==> config.mk <==
export PLATFORM = sky130hd
export DESIGN_NAME = decode_execute_pipe
export DESIGN_NICKNAME = d
export VERILOG_FILES = /design/src/rtl/de_pipe_pkg.sv /design/src/rtl/pipe_skid_buffer.sv /design/src/rtl/decode_execute_pipe.sv
export SDC_FILE = /design/constraint.sdc
export NUM_CORES = 1
export LEC_CHECK = 0
export ABC_AREA = 1
export CAP_MARGIN = 40
export CORE_ASPECT_RATIO = 0.75
export CORE_MARGIN = 1.5
export CORE_UTILIZATION = 40
export CTS_BUF_LIST = sky130_fd_sc_hd__clkbuf_2
export CTS_CLUSTER_SIZE = 28
export DETAILED_ROUTE_END_ITERATION = 7
export GPL_ROUTABILITY_DRIVEN = 1
export PLACE_DENSITY = 0.64
export REMOVE_ABC_BUFFERS = 1
export SLEW_MARGIN = 20
export SYNTH_ARGS = -nofsm -noshare
export SYNTH_HDL_FRONTEND = slang
export SYNTH_HIERARCHICAL = 1
export SYNTH_SLANG_ARGS = --single-unit
==> constraint.sdc <==
create_clock -name clk -period 3.1 [get_ports clk]
set_input_delay 0.31 -clock clk [delete_from_list [all_inputs] [get_ports clk]]
set_output_delay 0.31 -clock clk [all_outputs]
set_load 0.1 [all_outputs]
==> src/rtl/de_pipe_pkg.sv <==
// de_pipe_pkg: shared types and helpers for the decode->execute pipeline register
package de_pipe_pkg;
  localparam int DE_DATA_W = 32;
  localparam int DE_REG_W = 4;
  localparam int DE_CMD_W = 4;
  typedef enum logic [1:0] {EMPTY, FULL, SKID} de_state_t;
  typedef struct packed {
    logic mem_r_en;
    logic mem_w_en;
    logic wb_en;
    logic br_taken;
  } de_ctrl_t;
  localparam int CTRL_W = $bits(de_ctrl_t);
  typedef struct packed {
    logic [DE_REG_W-1:0] dest;
    logic [DE_CMD_W-1:0] exe_cmd;
    logic [DE_REG_W-1:0] src1;
    logic [DE_REG_W-1:0] src2;
    logic [DE_DATA_W-1:0] val1;
    logic [DE_DATA_W-1:0] val2;
    logic [DE_DATA_W-1:0] st_val;
    de_ctrl_t ctrl;
  } de_payload_t;
  function automatic de_ctrl_t ctrl_keep(de_ctrl_t c, logic keep);
    return keep ? c : '0;
  endfunction
endpackage

==> src/rtl/pipe_skid_buffer.sv <==
// pipe_skid_buffer: valid/ready register stage with a second skid entry and flush
module pipe_skid_buffer import de_pipe_pkg::*; #(
  parameter int W = 8,
  parameter logic [W-1:0] KEEP_MASK = '1
) (
  input  logic         clk,
  input  logic         rst,
  input  logic         flush,
  input  logic         in_valid,
  output logic         in_ready,
  input  logic [W-1:0] in_data,
  output logic         out_valid,
  input  logic         out_ready,
  output logic [W-1:0] out_data
);
  de_state_t state;
  logic [W-1:0] main_q, skid_q;
  logic in_fire;
  assign in_ready = rst & (state != SKID);
  assign out_valid = state != EMPTY;
  assign out_data = main_q;
  assign in_fire = in_valid & in_ready;
  // entry FSM; flush empties the stage and clears the bits outside KEEP_MASK
  always_ff @(posedge clk or negedge rst)
    if (!rst) begin
      state <= EMPTY;
      main_q <= '0;
      skid_q <= '0;
    end else if (flush) begin
      state <= EMPTY;
      main_q <= main_q & KEEP_MASK;
      skid_q <= skid_q & KEEP_MASK;
    end else
      case (state)
        EMPTY: if (in_fire) begin
          main_q <= in_data;
          state <= FULL;
        end
        FULL: if (in_fire && out_ready) main_q <= in_data;
        else if (in_fire) begin
          skid_q <= in_data;
          state <= SKID;
        end else if (out_ready) state <= EMPTY;
        SKID: if (out_ready) begin
          main_q <= skid_q;
          state <= FULL;
        end
        default: state <= EMPTY;
      endcase
endmodule

==> src/rtl/decode_execute_pipe.sv <==
// decode_execute_pipe: decode->execute stage register with backpressure, flush and stall counter
module decode_execute_pipe import de_pipe_pkg::*; #(
  parameter int DATA_W = 32,
  parameter int REG_W = 4,
  parameter int CMD_W = 4,
  parameter int CNT_W = 16
) (
  input  logic              clk,
  input  logic              rst,
  input  logic              flush,
  input  logic              in_valid,
  output logic              in_ready,
  input  logic [REG_W-1:0]  dest_in,
  input  logic              mem_r_en_in,
  input  logic              mem_w_en_in,
  input  logic              wb_en_in,
  input  logic              br_taken_in,
  input  logic [CMD_W-1:0]  exe_cmd_in,
  input  logic [REG_W-1:0]  src1_in,
  input  logic [REG_W-1:0]  src2_in,
  input  logic [DATA_W-1:0] val1_in,
  input  logic [DATA_W-1:0] val2_in,
  input  logic [DATA_W-1:0] st_val_in,
  output logic              out_valid,
  input  logic              out_ready,
  output logic [REG_W-1:0]  dest_out,
  output logic [CMD_W-1:0]  exe_cmd_out,
  output logic [REG_W-1:0]  src1_out,
  output logic [REG_W-1:0]  src2_out,
  output logic [DATA_W-1:0] val1_out,
  output logic [DATA_W-1:0] val2_out,
  output logic [DATA_W-1:0] st_val_out,
  output logic              mem_r_en_out,
  output logic              mem_w_en_out,
  output logic              wb_en_out,
  output logic              br_taken_out,
  output logic [CNT_W-1:0]  stall_cycles
);
  typedef struct packed {
    logic [REG_W-1:0] dest;
    logic [CMD_W-1:0] exe_cmd;
    logic [REG_W-1:0] src1;
    logic [REG_W-1:0] src2;
    logic [DATA_W-1:0] val1;
    logic [DATA_W-1:0] val2;
    logic [DATA_W-1:0] st_val;
    de_ctrl_t ctrl;
  } pay_t;
  localparam int PW = $bits(pay_t);
  localparam logic [PW-1:0] KEEP = {{(PW-CTRL_W){1'b1}}, {CTRL_W{1'b0}}};
  pay_t d, q;
  de_ctrl_t ctrl;
  assign d = {dest_in, exe_cmd_in, src1_in, src2_in, val1_in, val2_in, st_val_in,
              mem_r_en_in, mem_w_en_in, wb_en_in, br_taken_in};
  pipe_skid_buffer #(.W(PW), .KEEP_MASK(KEEP)) u_skid (
    .clk(clk),
    .rst(rst),
    .flush(flush),
    .in_valid(in_valid),
    .in_ready(in_ready),
    .in_data(d),
    .out_valid(out_valid),
    .out_ready(out_ready),
    .out_data(q)
  );
  assign ctrl = ctrl_keep(q.ctrl, out_valid);
  assign {mem_r_en_out, mem_w_en_out, wb_en_out, br_taken_out} = ctrl;
  assign dest_out = q.dest;
  assign exe_cmd_out = q.exe_cmd;
  assign src1_out = q.src1;
  assign src2_out = q.src2;
  assign val1_out = q.val1;
  assign val2_out = q.val2;
  assign st_val_out = q.st_val;
  // saturating count of cycles where Execute holds off a valid bundle
  always_ff @(posedge clk or negedge rst)
    if (!rst) stall_cycles <= '0;
    else if (out_valid && !out_ready && stall_cycles != '1) stall_cycles <= stall_cycles + 1'b1;
endmodule

==> qor.csv <==
metric,value,unit
cell count after synthesis,1493,
main flop type,dfrtp_1,
final instance area,17500,sq um
Final ANT Viol Nets,0,
die span in x,201,microns
Gate power share,0.535,
WP data required,2.79,ns
placed cells,2160,
initial antenna violation count,4,
clock root buffer,clkbuf_2,
CTS tree,built,
Logic family by area,simple AND/OR/NAND/NOR gates,
gr busiest metal,met2,
Top Metal Used,met4,
most frequent cell after synthesis,nand2_1,
headroom to the max-slew limit,0.464,
met3 Usage GRT,0.0520,
Hold WS,0.0989,ns
switching power share of the total,0.484,
post-CTS setup buffers,0,
FP Rows,54,
GRT overflow,0,
Worst setup SP type,register,
vias per std cell,4.98,
CTS Buffer Depth,3,
DP Worst Slack,0.546,ns
die area,30600,sq um
Commonest Layout Cell,nand2_1,
critical path arrival,2.38,ns
Reg area,6260,sq um
crit path max-delay cell type,dfrtp_1,
Clock power frac,0.154,
Design Power,15400,uW
count of final setup violators,0,
static leakage,0.00882,uW
synthesized area,11800,sq um
Routed WL,36000,microns
count of tool warnings,31,
setup ws final,0.409,ns
Cell Type Count,30,
HP Class,input port to register,
DP Area,16200,sq um
share of the clock period used by the worst path,0.868,
Worst Tran Pin Value,0.804,ns
Post-Synth Simple-Gate Area,0.322,
YS warnings,6,
average wire per standard cell,15.4,microns
Late-Pin Clk Latency,0.85,ns
largest net degree at the start of global routing,149,
crit path cell chain,nand2_4 > clkinv_16 > nor2_1 > buf_12,
nets,2021,
# hold bufs at CTS,62,
Pre-Repair DR Iteration Count,5,
setup TNS,0,ns
met3 routed WL,2470,microns
"Avg Cell Area, Syn",7.90,sq um
NetSw,7470,uW
fa+ha+maj area frac,0.00106,
met2 Use GR,0.363,
MUX area fraction,0,
initial DRC count,890,
Crit Path Max Fanout,85,
Synth top cells by count,"654 x nand2_1, 250 x dfrtp_1, 145 x o21ai_0",
Top cell area share,0.530,
Num CTS Buffers,67,
DP HPWL,21500,microns
P_comb,8260,uW
fin util,0.603,
area added between synthesis and finish,48.4,%
register area share after synthesis,0.530,
Clock group,2370,uW
residual DRC count,0,
Int Pwr,7960,uW
Sequential Power Share,0.311,
cells in synth_stat.txt,1493,
"XOR-XNOR Cells, Area Fraction",0.00445,
Complex Gates by Area,0.0668,
WS Path Type,register to output pin,
yosys stat area,11800,sq um
Clock Sinks,250,
critical path endpoint category,output pin,
routed wire length on met2,16100,microns
DR vias,11650,
Top Consumer,combinational cells,
Total GRT Usage,0.237,
Top cells excl fill/tap,"653 x nand2_1, 250 x dfrtp_1, 225 x clkdlybuf4s50_1, 145 x o21ai_0, 120 x nand4_1",
Layout Cells excl Fill,2339,
Tmin final,2.69,ns
M1 GR Usage,0.328,
H-tree depth,3,
"Reg clk slew, reported paths",0.10,ns
first-pass GRT wire length,58200,microns
cell accounting for the most synthesized area,dfrtp_1,
count of library flops with an enable pin,0,
height of the die,152,microns
Max Slew Vio Count,0,
pwr dens,881,nW/um^2
Worst Skew,0.0605,ns
core area,29100,sq um
Placer Congestion,0.834,
fillers,2496,
Max VDD drop,0.674,mV
fraction of registers with async set/reset,1.00,
FMAX,0.372,GHz
Synth Register Bits,250,
status,completed,
layout cell share with drive strength beyond 1,0.149,
io pins,255,
top post-synthesis cells by area,"dfrtp_1 53%, nand2_1 21%, nand4_1 6.4%",
Post-CTS Resized,0,
crit-path max cell delay,0.47,ns
Gate Area,4700,sq um
Final Hold Vio Count,0,
Crit path buffers/inverters,2,
fp util,0.406,
-- layout make-up --
type	count	area share
Clock inverter	18	0.00700
Sequential cell	250	0.357
Inverter	103	0.0237
Antenna cell	4	0.000572
Tap cell	392	0.0280
Multi-Input combinational cell	1037	0.268
Timing Repair Buffer	440	0.288
Clock buffer	95	0.0272
-- path summary, 6_finish.rpt --
check | from | end | slack, ns | cells after the start
setup / recovery | u_skid/state[1] | in_ready | 0.41 | 4
hold / removal | val2_in[30] | u_skid/skid_q[66] | 0.1 | 3
setup reg to reg | u_skid/state[1] | u_skid/out_data[62] | 0.87 | 7
hold reg to reg | u_skid/skid_q[75] | u_skid/skid_q[75] | 0.48 | 2
max in group asynchronous | rst | u_skid/out_data[94] | 1.67 | 4
min in group asynchronous | rst | u_skid/out_data[53] | 0.60 | 4
Fig. 1: metal 4
(2 px per micron)
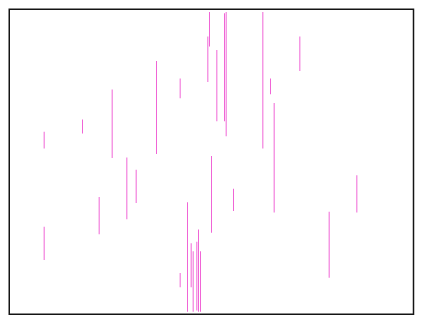
nets with wire on the layer = 24
longest straight run = 68.0 microns

Fig. 2: pin map
(2 px per micron) Pins as bars across the die edge, other pins in gray.
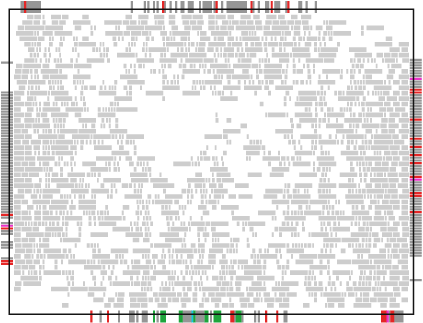
red -> val2_in  # pins 32, direction input, edge 11 south, 11 east, 6 north, 4 west
green -> stall_cycles  # pins 16, direction output, edge south
cyan -> out_valid  # pins 1, direction output, edge south
magenta -> dest_out  # pins 4, direction output, edge 2 east, 1 south, 1 west

Fig. 3: wiring by layer
(1.5 px per micron) Two of the layers only.
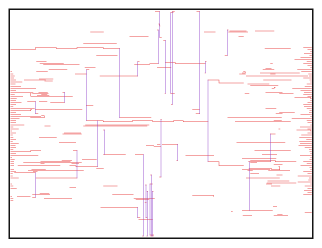
purple -> met4  # wire length 841 microns
red -> met3  # wire length 2,470 microns

No activity file was given, so power comes from the tool's default toggle rates.
